==> run_1/drive_strength.png <==
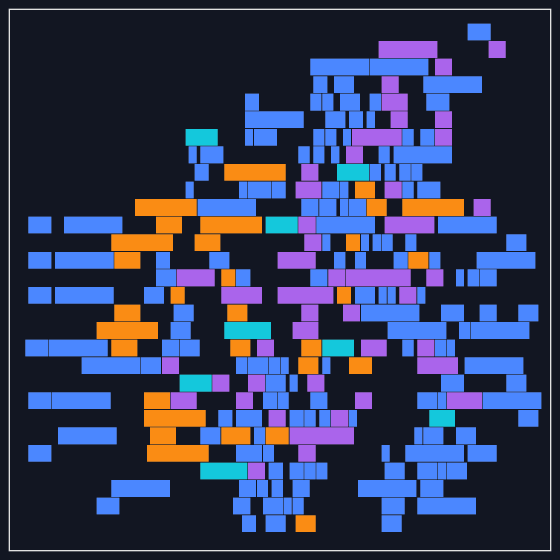
==> run_1/gate_families.png <==
Scale bar: 20 µm.
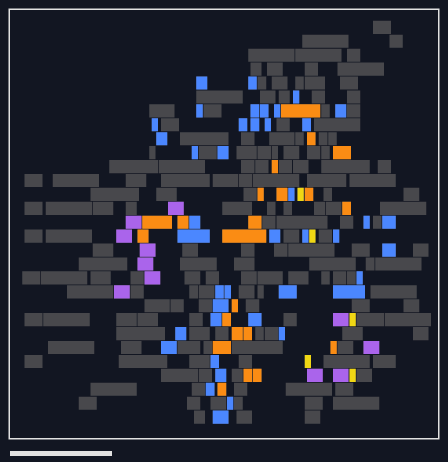
==> run_1/clock_map.png <==
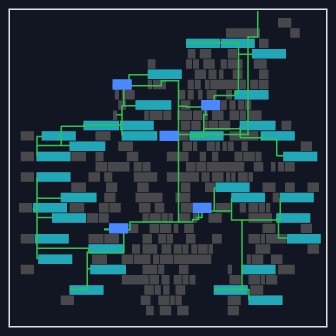
`config.mk`:
```
export PLATFORM = sky130hd
export DESIGN_NAME = seg7_capture_decode
export DESIGN_NICKNAME = d
export VERILOG_FILES = /design/src/rtl/seg7_capture_decode.sv
export SDC_FILE = /design/constraint.sdc
export NUM_CORES = 1
export LEC_CHECK = 0
export CAP_MARGIN = 5
export CORE_UTILIZATION = 30
export DETAILED_ROUTE_END_ITERATION = 10
export PLACE_DENSITY = 0.51
export SETUP_SLACK_MARGIN = 0.2
export SLEW_MARGIN = 10
export SYNTH_ARGS = -nofsm -noshare
export SYNTH_HDL_FRONTEND = slang
export SYNTH_SLANG_ARGS = --single-unit
```
`constraint.sdc`:
```
create_clock -name clk -period 2.3 [get_ports clk]
set_input_delay 0.69 -clock clk [delete_from_list [all_inputs] [get_ports clk]]
set_output_delay 0.69 -clock clk [all_outputs]
set_load 0.05 [all_outputs]
```
`src/rtl/seg7_capture_decode.sv`:
```
// Seven-segment capture/decode: samples a segment bus, waits for a pattern to
// hold steady for STABLE_CYCLES samples, then decodes it back to a hex value.
// Optional build macro SEG7_DP_EN adds a decimal-point input/output that takes
// part in the stability compare and is reported alongside data_out.
module seg7_capture_decode #(
    parameter int unsigned STABLE_CYCLES  = 4,
    parameter bit          SEG_ACTIVE_LOW = 1'b0
) (
    input  logic       clk,
    input  logic       rst_n,
    input  logic       en,
    input  logic [6:0] seg_in,
`ifdef SEG7_DP_EN
    input  logic       dp_in,
    output logic       dp_out,
`endif
    output logic [3:0] data_out,
    output logic       valid,
    output logic       error,
    output logic       blank,
    output logic       update
);

`ifdef SEG7_DP_EN
    localparam int unsigned PW = 8;
`else
    localparam int unsigned PW = 7;
`endif

    localparam logic [7:0] CntLast = 8'(STABLE_CYCLES - 1);

    typedef enum logic [1:0] {StIdle, StSettle, StLock, StBad} state_e;

    state_e          state_q, state_d;
    logic [PW-1:0]   seg_q, seg_d;
    logic [PW-1:0]   cand_q, cand_d;
    logic [7:0]      cnt_q, cnt_d;
    logic [3:0]      data_q, data_d;
    logic            valid_q, valid_d;
    logic            error_q, error_d;
    logic            blank_q, blank_d;
    logic            update_q, update_d;
    // A value has been reported since reset / disable / error; gates update.
    logic            have_q, have_d;
    logic            dp_q, dp_d;

    logic            glyph_ok;
    logic [3:0]      glyph_val;

    // Invert at the input so everything downstream is active-high; the decimal
    // point shares the segment polarity.
    always_comb begin
`ifdef SEG7_DP_EN
        seg_d = SEG_ACTIVE_LOW ? ~{dp_in, seg_in} : {dp_in, seg_in};
`else
        seg_d = SEG_ACTIVE_LOW ? ~seg_in : seg_in;
`endif
    end

    // Reverse glyph lookup on the candidate's segment bits.
    always_comb begin
        glyph_ok  = 1'b1;
        glyph_val = 4'h0;
        case (cand_q[6:0])
            7'h3F: glyph_val = 4'h0;
            7'h06: glyph_val = 4'h1;
            7'h5B: glyph_val = 4'h2;
            7'h4F: glyph_val = 4'h3;
            7'h66: glyph_val = 4'h4;
            7'h6D: glyph_val = 4'h5;
            7'h7D: glyph_val = 4'h6;
            7'h07: glyph_val = 4'h7;
            7'h7F: glyph_val = 4'h8;
            7'h6F: glyph_val = 4'h9;
            7'h77: glyph_val = 4'hA;
            7'h7C: glyph_val = 4'hB;
            7'h39: glyph_val = 4'hC;
            7'h5E: glyph_val = 4'hD;
            7'h79: glyph_val = 4'hE;
            7'h71: glyph_val = 4'hF;
            default: glyph_ok = 1'b0;
        endcase
    end

    // Next-state and registered-output logic for the settle/lock FSM.
    always_comb begin
        state_d  = state_q;
        cand_d   = cand_q;
        cnt_d    = cnt_q;
        data_d   = data_q;
        valid_d  = valid_q;
        error_d  = error_q;
        blank_d  = blank_q;
        update_d = 1'b0;
        have_d   = have_q;
        dp_d     = dp_q;

        if (!en) begin
            state_d = StIdle;
            valid_d = 1'b0;
            error_d = 1'b0;
            blank_d = 1'b1;
            have_d  = 1'b0;
        end else begin
            unique case (state_q)
                StIdle: begin
                    if (seg_q != '0) begin
                        cand_d  = seg_q;
                        cnt_d   = 8'd1;
                        blank_d = 1'b0;
                        state_d = StSettle;
                    end else begin
                        blank_d = 1'b1;
                    end
                end
                StSettle: begin
                    if (seg_q != cand_q) begin
                        cand_d = seg_q;
                        cnt_d  = 8'd1;
                    end else if (cnt_q == CntLast) begin
                        if (cand_q == '0) begin
                            blank_d = 1'b1;
                            state_d = StIdle;
                        end else if (glyph_ok) begin
                            data_d  = glyph_val;
                            valid_d = 1'b1;
                            error_d = 1'b0;
                            have_d  = 1'b1;
                            state_d = StLock;
`ifdef SEG7_DP_EN
                            dp_d = cand_q[7];
                            if (glyph_val != data_q || cand_q[7] != dp_q || !have_q) begin
                                update_d = 1'b1;
                            end
`else
                            if (glyph_val != data_q || !have_q) begin
                                update_d = 1'b1;
                            end
`endif
                        end else begin
                            valid_d = 1'b0;
                            error_d = 1'b1;
                            have_d  = 1'b0;
                            state_d = StBad;
                        end
                    end else if (cnt_q != 8'hFF) begin
                        cnt_d = cnt_q + 8'd1;
                    end
                end
                StLock, StBad: begin
                    if (seg_q != cand_q) begin
                        valid_d = 1'b0;
                        error_d = 1'b0;
                        cand_d  = seg_q;
                        cnt_d   = 8'd1;
                        state_d = StSettle;
                    end
                end
                default: state_d = StIdle;
            endcase
        end
    end

    // State and output registers with asynchronous active-low reset.
    always_ff @(posedge clk or negedge rst_n) begin
        if (!rst_n) begin
            state_q  <= StIdle;
            seg_q    <= '0;
            cand_q   <= '0;
            cnt_q    <= 8'd0;
            data_q   <= 4'h0;
            valid_q  <= 1'b0;
            error_q  <= 1'b0;
            blank_q  <= 1'b1;
            update_q <= 1'b0;
            have_q   <= 1'b0;
            dp_q     <= 1'b0;
        end else begin
            state_q  <= state_d;
            seg_q    <= seg_d;
            cand_q   <= cand_d;
            cnt_q    <= cnt_d;
            data_q   <= data_d;
            valid_q  <= valid_d;
            error_q  <= error_d;
            blank_q  <= blank_d;
            update_q <= update_d;
            have_q   <= have_d;
            dp_q     <= dp_d;
        end
    end

    assign data_out = data_q;
    assign valid    = valid_q;
    assign error    = error_q;
    assign blank    = blank_q;
    assign update   = update_q;
`ifdef SEG7_DP_EN
    assign dp_out   = dp_q;
`else
    logic unused_dp;
    assign unused_dp = dp_q ^ dp_d;
`endif

endmodule

```
==> flow_summary_export.csv, run 1 <==
group,metric,value,unit
run_status,outcome,"finished clean",
final_layout,nNetsFinal,253,
worst_setup_path,slowest_delay,0.54,ns
final_timing,clock_skew,0.007209,ns
global_routing,antenna_found_initial,0,
route,drc,0,
route,via_per_inst,5.316,
clock_network,cts_hold_buf,0,
worst_setup_path,path_cells,"or4_4 -> or4_4 -> nand2_2 -> nor4b_4 -> nand3_4 -> mux2_4",
clock_network,cts_tree,"done",
global_routing,grt_pass1_vias,1595,
worst_setup_path,cp-start-kind,"flip-flop",
route,first_pass_iters,5,
min_path,hold_end,"update",
synth,synthFlopType,"dfrtp_1",
min_path,hold_depth,1,
final_timing,setup_viol,0,
power,p_int,0.9495,mW
worst_setup_path,critPathMaxFanout,6,
place,dp_hpwl,3.115,mm
die,rows,29,
final_timing,report.final.slew_viol_count,0,
global_routing,grt_pass1_wl,7.603,mm
final_layout,flops,33,
place,port_buffers,17,
clock_network,clock-sinks,33,
place,globalplace.congestion,0.7747,
route,dr_total_vias,1701,
job,maxCapViolCount,0,
final_layout,dominant_cells,"logic gates",
die,initCoreUtil,31.31,%
global_routing,gr-max-usage-layer,"met2",
final_layout,post-route-util,41.65,%
final_layout,comb_share,45.30,%
global_routing,overflow,0,
route,dr_wl_met2,2.019,mm
synth,yosys_area,1999,µm²
global_routing,grt_usage,13.38,%
synth,edf_count,0,
worst_setup_path,reg2reg_slack,0.22,ns
die,nWellTaps,77,
die,fp.dieW,83.64,µm
synth,synth_cells,198,
power,pwr-share-clk,31.7,%
clock_network,cts-buffers-inserted,5,
route,wl_met3,177,µm
worst_setup_path,slowest_stage,"or4_4",
clock_network,cts_resized,15,
power,seqPwrFrac,48.9,%
final_timing,tightest_slew,0.5013,ns
worst_setup_path,critPathTopFamily,"simple AND/OR/NAND/NOR gates",
final_layout,fill_cells,636,
die,die_h,83.64,µm
clock_network,cts_buffer_depth,2,
worst_setup_path,critPathKind,"reg -> reg",
final_layout,diodes,0,
synth,synthTopCellsByArea,"dfrtp_1 (40%), mux2_2 (3.9%), mux2i_1 (3.5%)",
power,leakage,1.097,nW
route,maxUsedRoutingLayer,"met4",
synth,ys_types,51,
place,pre_cts_slack,0.02846,ns
worst_setup_path,worstReg2RegStart,"cand_q[6]",
final_timing,period_minus_slack,2.084,ns
power,combPwrFrac,19.4,%
synth,ys_warn_count,0,
synth,syn_avg_cell_area,10.10,µm²
About drive_strength.png:
[drive 2] orange | cells: 30 | share: 12%
[drive 1 or less] blue | cells: 160 | share: 66%
[drive 6 and up] cyan | cells: 8 | share: 3.3%
[drive 3 to 4] purple | cells: 45 | share: 19%
post-layout instance area: 2660 µm²
Final WS setup: 0.2159 ns
nonclk buf count: 48
Syn-to-layout area delta: 33.04%

About gate_families.png:
[inverters] yellow | cells: 5 | most used: inv_1
[NAND gates] blue | cells: 41 | most used: nand2_1
[XOR/XNOR gates] purple | cells: 11 | most used: xor2_1
[NOR gates] orange | cells: 22 | most used: nor3_1

About clock_map.png:
[flip-flops] cyan | count: 33
[cells driving clock nets] blue | count: 5
[clock wires] green | length: 472 µm
flops lie: widely spread

## run 1: cells by family after synthesis
group	count (synthesis)	synth area share, %
AOI/OAI and AO/OA	41	14.08
xor gates and xnor gates	11	4.818
and+or+nand+nor	81	27.03
adders and majority gates	1	0.6257
buffers and inverters	16	3.880
DFF	33	41.36
muxes	15	8.198
## run 1: Yosys cell counts (4+ instances only)
library cell,n
nand3_1,10
or4_1,4
nand2b_1,4
inv_1,5
nor2_1,7
o21ai_0,8
xnor2_1,4
dfrtp_1,32
nor3_1,9
mux2_2,7
a21oi_1,12
clkbuf_1,4
mux2i_1,7
or3b_2,4
nand4_1,4
xor2_1,7
buf_2,5
nand2_1,14
## run 1: power by group through the flow
stage                     sequential (mW)  combinational, mW  clock [mW]
after detailed placement            0.651              0.231           0
after global placement              0.651              0.230           0
final                               0.643              0.256       0.417
after floorplan                     0.637              0.153           0
after CTS                           0.641              0.236       0.436
after global routing                0.646              0.282       0.461
## run 1: state kept, by name, indices dropped and copies added (netlist names)
name,flops
error,1
blank,1
data_out,4
update,1
valid,1
seg_q,7
have_q,1
cnt_q,8
cand_q,7
state_q,2
## run 1: per-stage QoR
step | hold slack (ns) | cells
final | 0.4798 | 320
after CTS | 0.4871 | 310
after floorplan | 0.3944 | 198
after global placement | 0.4762 | 301
after global routing | 0.4962 | 320
after detailed placement | 0.4760 | 301
## run 1: layout by cell type (no fill, tap or decap), types with 8 or more instances in the layout
cell type | Yosys | routed
buf_4 | 1 | 29
dfrtp_1 | 32 | 25
nand2_1 | 14 | 14
nand3_1 | 10 | 9
a21oi_1 | 12 | 9
clkdlybuf4s50_1 | 0 | 9
nor3_1 | 9 | 8
==> run 2, diff against run 1 <==
CAP_MARGIN = unset   (was 5)
CORE_UTILIZATION = 45   (was 30)
PLACE_DENSITY = 0.69   (was 0.51)
REMOVE_ABC_BUFFERS = 1   (was unset)
==> flow_summary_export.csv, run 2 <==
group,metric,value,unit
die,initCoreUtil,48.25,%
worst_setup_path,slowest_stage,"or4_4",
worst_setup_path,critPathMaxFanout,5,
route,first_pass_iters,4,
final_layout,regMostFlops,"cnt_q",
final_timing,slew_headroom,66.46,%
die,fp.dieW,68.66,µm
synth,yosys_area,1999,µm²
power,p_int,1.064,mW
run_status,outcome,"finished clean",
min_path,hold_depth,1,
global_routing,grt_pass1_vias,1627,
clock_network,cts_hold_buf,0,
global_routing,grt_usage,21.59,%
final_timing,tightest_slew,0.5023,ns
worst_setup_path,required,2.48,ns
worst_setup_path,critPathKind,"reg -> reg",
final_timing,period_minus_slack,2.193,ns
power,leakage,1.057,nW
worst_setup_path,path_cells,"or4_4 -> or4_4 -> nand2_4 -> nor4b_4 -> buf_6 -> nand3_4 -> mux2_4",
die,fp.coreArea,4144,µm²
clock_network,cts_buffer_depth,2,
worst_setup_path,reg2reg_slack,0.11,ns
worst_setup_path,worst-path-buf-inv,1,
min_path,hold_end,"update",
place,pre_cts_slack,0.04298,ns
worst_setup_path,worst_path_most_repeated_cell,"or4_4",
final_layout,layout_top_cells,"dfrtp_1 (29), buf_4 (21), nand2_1 (14), nand3_1 (10)",
route,dr_total_vias,1717,
final_timing,setup_viol,0,
route,drc,0,
worst_setup_path,cp-start-kind,"flip-flop",
synth,edf_count,0,
route,totalWireLength,4.716,mm
synth,synthTopCellsByArea,"dfrtp_1 (40%), mux2_2 (3.9%), mux2i_1 (3.5%)",
synth,syn_avg_cell_area,10.10,µm²
place,dp_hpwl,3.092,mm
global_routing,antenna_found_initial,0,
clock_network,cts-buffers-inserted,5,
power,pwr-share-clk,39.3,%
worst_setup_path,startpoint,"cand_q[5]",
final_timing,tns,0,ns
die,rows,23,
global_routing,overflow,0,
final_timing,report.final.slew_viol_count,0,
clock_network,cts_resized,15,
final_layout,fill_cells,363,
synth,ys_warn_count,0,
worst_setup_path,crit_arrival,2.37,ns
synth,common_cells,"dfrtp_1 (32), nand2_1 (14), a21oi_1 (12), nand3_1 (10), nor3_1 (9)",
job,maxCapViolCount,0,
die,pin_count,18,
final_layout,largest_reg_flops,8,
worst_setup_path,slowest_delay,0.56,ns
clock_network,clock-sinks,33,
final_layout,post-route-util,61.11,%
synth,synthFlopType,"dfrtp_1",
final_layout,nNetsFinal,244,
place,port_buffers,17,
global_routing,grt_pass1_wl,7.445,mm
worst_setup_path,critPathTopFamily,"simple AND/OR/NAND/NOR gates",
worst_setup_path,worstReg2RegStart,"cand_q[5]",
final_layout,layout.cells.most_common,"dfrtp_1",
worst_setup_path,worst_setup_path_end_kind,"flip-flop",
final_layout,largest_registers,"cnt_q (8), cand_q (7), seg_q (7)",
synth,ys_types,51,
place,globalplace.congestion,0.9668,
power,combPwrFrac,15.8,%
final_timing,clock_skew,0.003501,ns
power,seqPwrFrac,44.9,%
synth,synth_cells,198,
route,via_per_inst,6.046,
final_layout,diodes,0,
synth,synth.most_common_cell,"dfrtp_1",
die,die_h,68.66,µm
clock_network,cts_tree,"done",
run 2: cell counts after synthesis:
Identical to the previous run, type by type.
run 2: metal layers:
metal  up-vias  global-route usage, %  wire length (µm)
met1       836                  27.42              2043
li1        809                      -                 -
met5         -                      0                 0
met4         0                  8.333                80
met3        13                  4.770               217
met2        59                  35.54              2374
run 2: stage by stage:
stage | cells | total power, mW | cell area (µm²) | hold WS [ns]
4_1_cts | 277 | 1.429 | 2424 | 0.4825
6_report | 284 | 1.439 | 2532 | 0.4898
5_1_grt | 284 | 1.507 | 2532 | 0.5114
3_5_place_dp | 268 | 0.8623 | 2276 | 0.4659
3_3_place_gp | 268 | 0.8513 | 2276 | 0.4708
2_1_floorplan | 187 | 0.7743 | 1941 | 0.3944
run 2: cell families after synthesis:
| kind of cell | count (synthesis) | synth area share, % |
|---|---|---|
| and+or+nand+nor | 81 | 27.03 |
| adders and majority gates | 1 | 0.6257 |
| AOI/OAI and AO/OA | 41 | 14.08 |
| xor gates and xnor gates | 11 | 4.818 |
| DFF | 33 | 41.36 |
| buffers and inverters | 16 | 3.880 |
| muxes | 15 | 8.198 |
run 2: cell type report:
cell class | instances | share of cell area, %
clock inverters | 1 | 1.186
flip-flops and latches | 33 | 32.81
repair buffers | 39 | 13.24
inverters | 5 | 0.7411
well taps | 50 | 2.470
multi-input cells | 149 | 46.15
clock buffers | 7 | 3.409
run 2: power by group through the flow:
stage / clock network (mW) / logic (mW) / registers, mW
6_report: 0.565 / 0.228 / 0.646
5_1_grt: 0.607 / 0.249 / 0.650
4_1_cts: 0.571 / 0.214 / 0.644
3_5_place_dp: 0 / 0.209 / 0.653
3_3_place_gp: 0 / 0.201 / 0.650
2_1_floorplan: 0 / 0.113 / 0.661
==> run_2/drive_strength.png <==
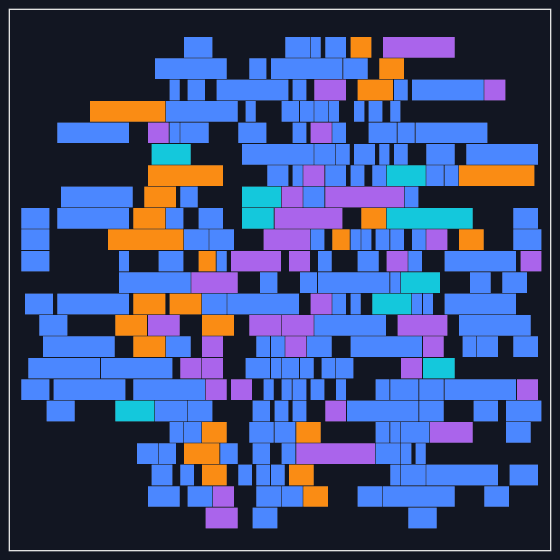
[drive 2] orange | cells: 24 | share: 10%
[drive 6 and up] cyan | cells: 9 | share: 3.8%
[drive 1 or less] blue | cells: 166 | share: 71%
[drive 3 to 4] purple | cells: 35 | share: 15%
post-layout instance area: 2532 µm²
Syn-to-layout area delta: 26.66%
Final WS setup: 0.1072 ns
nonclk buf count: 39

==> run 3, diff against run 2 <==
CORE_UTILIZATION = 35   (was 45)
PLACE_DENSITY = 0.57   (was 0.69)
==> flow_summary_export.csv, run 3 <==
group,metric,value,unit
clock_network,cts_buffer_depth,2,
final_timing,period_minus_slack,2.085,ns
die,fp.coreArea,5507,µm²
route,via_per_inst,5.302,
final_layout,diodes,0,
synth,synthFlopType,"dfrtp_1",
synth,yosys_area,1999,µm²
clock_network,cts_tree,"done",
place,post_dp_cell_area,2333,µm²
clock_network,cts.htree.levels,2,
clock_network,cts_hold_buf,0,
synth,top_cell_area_share,40.05,%
final_timing,setup_viol,0,
place,port_buffers,17,
worst_setup_path,startpoint,"cand_q[5]",
clock_network,clk_pin_slew_worst_paths,0.06,ns
clock_network,cts-buffers-inserted,5,
synth,common_cells,"dfrtp_1 (32), nand2_1 (14), a21oi_1 (12), nand3_1 (10), nor3_1 (9)",
final_timing,tns,0,ns
final_timing,period_used_share,90.63,%
global_routing,grt_usage,15.26,%
synth,postSynthSeqShare,41.36,%
final_layout,nNetsFinal,246,
place,globalplace.congestion,0.8653,
worst_setup_path,critPathKind,"reg -> reg",
run_status,outcome,"finished clean",
final_layout,regArea,828.3,µm²
route,antenna_left,0,
synth,synthTopCellsByArea,"dfrtp_1 (40%), mux2_2 (3.9%), mux2i_1 (3.5%)",
final_timing,slew_headroom,65.41,%
synth,yosys.area_share.aoi,14.08,%
min_path,hold_end,"update",
worst_setup_path,r2r_end,"error",
final_layout,synthToLayoutAreaGrowth,25.28,%
synth,syn_avg_cell_area,10.10,µm²
worst_setup_path,critPathMaxFanout,5,
final_layout,layout.cells.most_common,"dfrtp_1",
final_layout,logic_area,1142,µm²
final_timing,tightest_slew,0.5133,ns
final_layout,largest_registers,"cnt_q (8), cand_q (7), seg_q (7)",
worst_setup_path,worstReg2RegStart,"cand_q[5]",
final_layout,final_cells,308,
worst_setup_path,worst_setup_path_end_kind,"flip-flop",
clock_network,clock-sinks,33,
worst_setup_path,crit_arrival,2.29,ns
final_timing,max_freq,0.4797,GHz
synth,ys_types,51,
global_routing,grt_pass1_vias,1596,
synth,synth_cells,198,
die,initCoreUtil,36.31,%
synth,ys_ff,33,
synth,synth.most_common_cell,"dfrtp_1",
place,dp.cells,294,
final_layout,largest_reg_flops,8,
clock_network,clock-root-buffer,"clkbuf_8",
synth,ys_sh_simple,27.03,%
route,dr_total_vias,1633,
synth,yosys-stat-cells,198,
die,fp.dieW,77.58,µm
synth,adder_share,0.6258,%
power,leakage,1.054,nW
route,totalWireLength,4.194,mm
min_path,hp-class,"reg -> reg",
route,first_pass_iters,5,
synth,xor_share,4.819,%
final_timing,report.final.slew_viol_count,0,
global_routing,overflow,0,
final_layout,fin_area,2505,µm²
synth,synthesis.area,1999,µm²
global_routing,grt_pass1_wl,7.348,mm
min_path,hold_depth,1,
final_layout,layout_top_cells,"dfrtp_1 (31), buf_4 (25), nand2_1 (14), a21oi_1 (10)",
die,pin_count,18,
worst_setup_path,required,2.50,ns
final_layout,fill_cells,528,
global_routing,antenna_found_initial,0,
synth,synth.logic.top_family,"simple AND/OR/NAND/NOR gates",
synth,mux_area_share,8.198,%
synth,edf_count,0,
synth,ys_warn_count,0,
final_layout,regMostFlops,"cnt_q",
job,maxCapViolCount,0,
job,warnings,27,
die,die_h,77.58,µm
route,drtIter0Drc,111,
worst_setup_path,cp-start-kind,"flip-flop",
route,drc,0,
place,dp_hpwl,3.052,mm
die,rows,27,
worst_setup_path,reg2reg_slack,0.22,ns
[run 3: cell counts after synthesis]
No cell type changed its count.
[run 3: report_power, final]
part,leakage (nW),switching (mW),total (mW),internal (mW)
clock network,0.0450,0.198,0.407,0.209
registers,0.401,0.0316,0.635,0.604
logic,0.608,0.125,0.234,0.109
total,1.05,0.355,1.28,0.922
[run 3: stage by stage]
step           hold WS, ns  total power [mW]  setup slack (ns)  utilization, %
6_report            0.4771             1.277            0.2154           45.49
3_3_place_gp        0.4748            0.8671           0.08199           42.38
4_1_cts             0.4847             1.296            0.1766           44.58
5_1_grt             0.4973             1.353            0.1007           45.49
2_1_floorplan       0.3944            0.7743           0.09192               -
3_5_place_dp        0.4758            0.8690          0.008653           42.38
[run 3: routing by layer]
| layer | vias to the layer above | global-route usage [%] | part of all wire, % |
|---|---|---|---|
| li1 | 816 | - | - |
| met1 | 770 | 20.38 | 49 |
| met2 | 39 | 24.25 | 46 |
| met3 | 8 | 3.176 | 3.3 |
| met4 | 0 | 5.472 | 1.4 |
| met5 | - | 0 | 0 |
[run 3: worst max-delay path, cell delays in order (launching register included)]
cell	delay (ns)
dfrtp_1	0.40
or4_4	0.56
or4_4	0.44
nand2_2	0.09
nor4b_4	0.06
buf_4	0.17
nand3b_1	0.14
a21oi_1	0.14
[run 3: cell type report]
cell class              instances  area share (%)
clock inverters                 2          0.3996
flip-flops and latches         33           33.07
multi-input cells             149           45.60
well taps                      72           3.596
clock buffers                   6           2.897
inverters                       5          0.7493
repair buffers                 41           13.69
[run 3: timing repair]
| action | CTS | global route |
|---|---|---|
| buffers inserted | 2 | 4 |
| pin swaps | 0 | 4 |
| resized | 13 | 7 |
| setup endpoints to repair | 19 | 21 |
==> run_3/clock_map.png <==
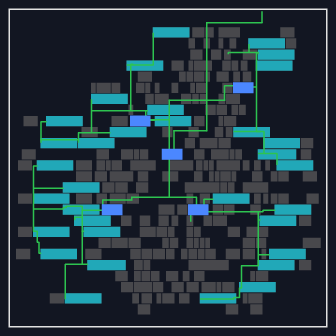
[cells driving clock nets] blue | count: 5
[clock wires] green | length: 427 µm
[flip-flops] cyan | count: 33
flops lie: widely spread
clk latency late pin: 0.28 ns
clock skew: 0.004521 ns
Clk network pwr share: 31.9%
Clk. pwr: 0.407 mW

Power and IR drop assume default switching activity.
